`src/rtl/hit_detector.sv`:
```
// Bullet/enemy collision checker: frame-sampled overlap test, hit pulse, bullet retire and saturating hit count.
// Optional HIT_COOLDOWN_EN adds a COOL state that ignores COOL_FRAMES frames after each hit.
module hit_detector #(
  parameter int unsigned ENEMY_W     = 32,
  parameter int unsigned ENEMY_H     = 16,
  parameter logic [10:0] ENEMY_Y     = 11'd60,
  parameter int unsigned COOL_FRAMES = 4
) (
  input  logic        clk,
  input  logic        reset,
  input  logic [10:0] posxE1,
  input  logic [10:0] bulx,
  input  logic [10:0] buly,
  input  logic        bul_valid,
  input  logic        frame_tick,
  output logic        mueva,
  output logic        hit_kill,
  output logic [7:0]  hits,
  output logic        busy
);

  typedef enum logic [1:0] {IDLE, TRACK, HIT, COOL} state_t;

  localparam logic [11:0] W12  = 12'(ENEMY_W);
  localparam logic [11:0] Y_LO = {1'b0, ENEMY_Y};
  localparam logic [11:0] Y_HI = {1'b0, ENEMY_Y} + 12'(ENEMY_H);

  if (COOL_FRAMES < 1 || COOL_FRAMES > 15) begin : g_bad_cfg
    $error("hit_detector: COOL_FRAMES must be in 1..15");
  end

  state_t      state, state_n;
  logic [10:0] spx, sbx, sby;
  logic        s_pend, c_pend, ovl;
  logic        sample_en, eval_en, overlap;

`ifdef HIT_COOLDOWN_EN
  localparam logic [3:0] CF_LAST = 4'(COOL_FRAMES - 1);
  logic [3:0] cool_cnt;
`endif

  // Comparison runs on the frozen samples at 12 bits so px+ENEMY_W cannot wrap.
  always_comb begin
    overlap = ({1'b0, sbx} >= {1'b0, spx}) &&
              ({1'b0, sbx} <  ({1'b0, spx} + W12)) &&
              ({1'b0, sby} >= Y_LO) &&
              ({1'b0, sby} <  Y_HI);
  end

  always_comb begin
    state_n   = state;
    sample_en = 1'b0;
    eval_en   = 1'b0;
    case (state)
      IDLE: if (bul_valid) state_n = TRACK;
      TRACK: begin
        if (!bul_valid) begin
          state_n = IDLE;
        end else begin
          sample_en = frame_tick && !s_pend && !c_pend;
          eval_en   = s_pend;
          if (c_pend && ovl) state_n = HIT;
        end
      end
      HIT: begin
`ifdef HIT_COOLDOWN_EN
        if (!bul_valid) state_n = COOL;
`else
        if (!bul_valid) state_n = IDLE;
`endif
      end
`ifdef HIT_COOLDOWN_EN
      COOL: if (frame_tick && cool_cnt == CF_LAST) state_n = IDLE;
`endif
      default: state_n = IDLE;
    endcase
  end

  always_ff @(posedge clk or negedge reset) begin
    if (!reset) begin
      state <= IDLE;
    end else begin
      state <= state_n;
    end
  end

  // S/C pipeline: pending flags clear whenever TRACK is left, discarding any in-flight compare.
  always_ff @(posedge clk or negedge reset) begin
    if (!reset) begin
      spx    <= '0;
      sbx    <= '0;
      sby    <= '0;
      s_pend <= 1'b0;
      c_pend <= 1'b0;
      ovl    <= 1'b0;
    end else begin
      s_pend <= sample_en;
      c_pend <= eval_en;
      if (sample_en) begin
        spx <= posxE1;
        sbx <= bulx;
        sby <= buly;
      end
      if (eval_en) ovl <= overlap;
    end
  end

`ifdef HIT_COOLDOWN_EN
  always_ff @(posedge clk or negedge reset) begin
    if (!reset) begin
      cool_cnt <= '0;
    end else if (state == COOL) begin
      if (frame_tick) cool_cnt <= (cool_cnt == CF_LAST) ? '0 : cool_cnt + 4'd1;
    end else begin
      cool_cnt <= '0;
    end
  end
`endif

  always_ff @(posedge clk or negedge reset) begin
    if (!reset) begin
      mueva    <= 1'b0;
      hit_kill <= 1'b0;
      hits     <= '0;
      busy     <= 1'b0;
    end else begin
      mueva    <= (state_n == HIT) && (state != HIT);
      hit_kill <= (state_n == HIT);
`ifdef HIT_COOLDOWN_EN
      busy     <= (state_n == HIT) || (state_n == COOL);
`else
      busy     <= (state_n == HIT);
`endif
      if ((state_n == HIT) && (state != HIT) && (hits != '1)) hits <= hits + 8'd1;
    end
  end

endmodule

```
`config.mk`:
```
export PLATFORM = sky130hd
export DESIGN_NAME = hit_detector
export DESIGN_NICKNAME = d
export VERILOG_FILES = /design/src/rtl/hit_detector.sv
export SDC_FILE = /design/constraint.sdc
export NUM_CORES = 1
export LEC_CHECK = 0
export ABC_CLOCK_PERIOD_IN_PS = 4300
export CORE_MARGIN = 5
export CORE_UTILIZATION = 30
export DETAILED_ROUTE_END_ITERATION = 7
export HOLD_SLACK_MARGIN = 0.03
export PLACE_DENSITY_LB_ADDON = 0.25
export SLEW_MARGIN = 20
export SYNTH_ARGS = -nofsm -noshare
export SYNTH_HDL_FRONTEND = slang
export SYNTH_SLANG_ARGS = --single-unit
```
`constraint.sdc`:
```
create_clock -name clk -period 4.3 [get_ports clk]
set_clock_uncertainty 0.05 [all_clocks]
set_input_delay 0.86 -clock clk [delete_from_list [all_inputs] [get_ports clk]]
set_output_delay 0.86 -clock clk [all_outputs]
set_load 0.005 [all_outputs]
```
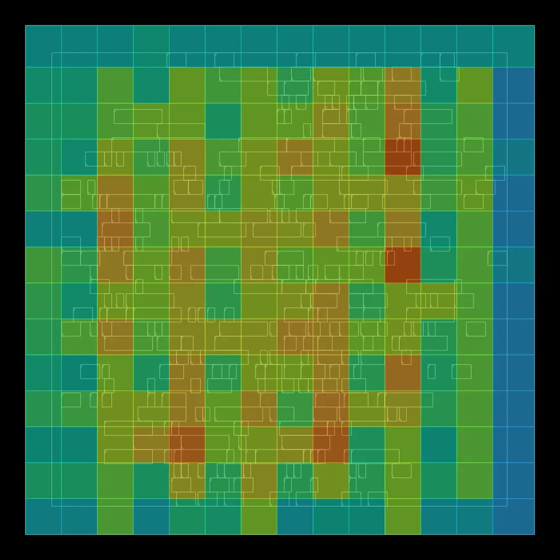
Fig. 1. Routing congestion.
total routing resource utilization after global routing: 10.53%
GR met3 Demand/Resource: 2.154%
wire length per cell: 11.95 um

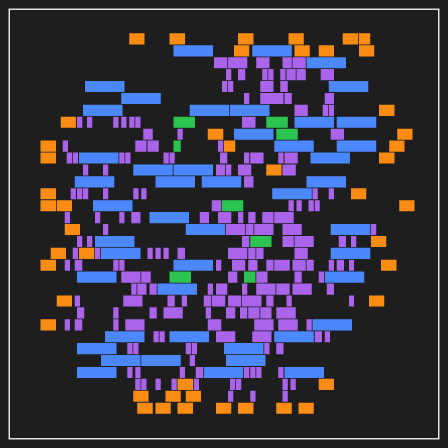
Fig. 2. Cell classes on the final placement.
| colour | class | cells | share of their area |
|---|---|---|---|
| green | clock drivers and dummy loads | 8 | 3.4% |
| blue | flops | 46 | 41% |
| purple | combinational and other logic | 194 | 40% |
| orange | other buffers and delay cells | 46 | 16% |

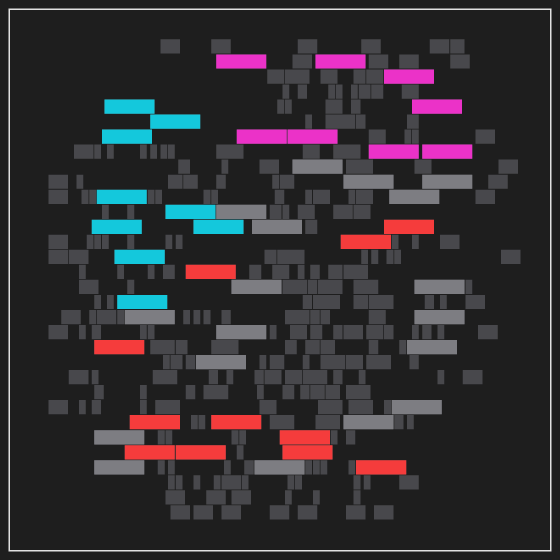
Fig. 3. Sequential cells coloured by netlist name.
| colour | signal | placed flops |
|---|---|---|
| cyan | `sby` | 9 |
| magenta | `hits` | 8 |
| red | `sbx` | 11 |

==> summary.txt <==
Synthesis and place-and-route results.

- The flow ran to the end, and the final reports show no timing, DRC or antenna violations.
- By area the synthesized netlist is led by sky130_fd_sc_hd__dfrtp_1 50%, sky130_fd_sc_hd__nand2_1 13%, sky130_fd_sc_hd__ha_1 10%, sky130_fd_sc_hd__xnor2_1 3.4%, sky130_fd_sc_hd__o21ai_0 2.6%.
- The area growth from synthesis to layout is 27.53%.
- The sort of element at the end of the critical path is a flop.
- The post-synthesis cell area is 0.002308 mm2.
- Warnings raised by the tools during the run amount to 29.
- The slew of the pin with the lowest slew margin is 0.6380 ns.
- The kind of cell with the highest combined delay on the critical path is buffers and inverters.
- The count of input and output buffers is ~45.
- The highest layer touched by signal routing is met4.
- The largest buffer count on any clock path is 2.
- The number of antenna violations at the first check in global routing came to 0.
- At the worst endpoint, the required time is 4.47 ns.
- The clock buffer count from CTS is 5.
- Final hold analysis gives a worst-case slack of around 0.43 ns.
- The floorplan core area is 0.007607 mm2.
- The switching share of power is a little under a third.
- The longest incremental delay of any stage on the critical path is reported as ~0.52 ns.
- The number of DRC violations after detailed routing is 0.
- The clock net in this run drives a total of 46 sinks.
- The worst path in the final design needs a cycle of 2.287 ns, including I/O delays and setup.
- The synthesis area per yosys is about 0.0023 mm2.
- The average instance area after synthesis is a little over 9 um2.
- In this run, post-CTS repair resized a total of 0 instances.
- The number of cells in the design after placement is slightly below 400.
- Per the final layout report, the fraction of cells sized above drive strength 1 comes to just under 6%.
- The clock tree root driver cell is sky130_fd_sc_hd__clkbuf_8.
- The switching power of the nets is roughly 0.32 mW.
- Wires add up to roughly 4700 um.
## final cells by class
| cell class | count | area [um2] |
|---|---|---|
| fill | 816 | 4663 |
| multi-input combinational | 179 | 1059 |
| clock buffer | 6 | 82.58 |
| clock inverter | 2 | 12.51 |
| timing repair buffer | 46 | 455.4 |
| inverter | 15 | 56.30 |
| tap | 102 | 127.6 |
| sequential | 46 | 1151 |
## flip-flops by register name (all words and copies together), names as in the netlist
register and flops:
busy 1, c_pend 1, hits 8, mueva 1
ovl 1, s_pend 1, sbx 11, sby 9
spx 11, state 2
## kinds of logic (layout without fill, tap and decap cells)
logic type | Yosys count | in the layout | share of synthesized area [%]
xor+xnor | 11 | 11 | 4.174
compound gates | 33 | 33 | 9.269
simple gates | 116 | 116 | 22.11
buf+inv | 23 | 69 | 4.282
flops | 46 | 46 | 49.86
fa+ha+maj | 19 | 19 | 10.30
## path summary, 6_finish.rpt
check | slack [ns] | cells after the start | to | start
setup / recovery | 2.01 | 6 | spx[10] | bul_valid
min in group asynchronous | 0.50 | 1 | hits[4] | reset
hold reg to reg | 0.43 | 1 | state[0] | c_pend
max in group asynchronous | 3.29 | 1 | sby[4] | reset
hold / removal | 0.43 | 1 | state[0] | c_pend
setup reg to reg | 2.30 | 8 | ovl | spx[5]
## routing by layer
metal  GRT usage, %  up-vias
met5              0        -
met4          3.514        0
met3          2.154        4
met2          17.08       33
met1          14.06      795
li1               -      915
## Yosys cell counts (all sizes together), types with 4 or more instances
| cell | n |
|---|---|
| a21o | 4 |
| a21oi | 7 |
| and3 | 4 |
| buf | 6 |
| dfrtp | 46 |
| ha | 19 |
| inv | 15 |
| nand2 | 80 |
| nand3 | 9 |
| nand4 | 4 |
| nor2 | 7 |
| o21ai | 13 |
| xnor2 | 9 |
Power figures rest on the tool's default switching activity, not on a simulated workload.
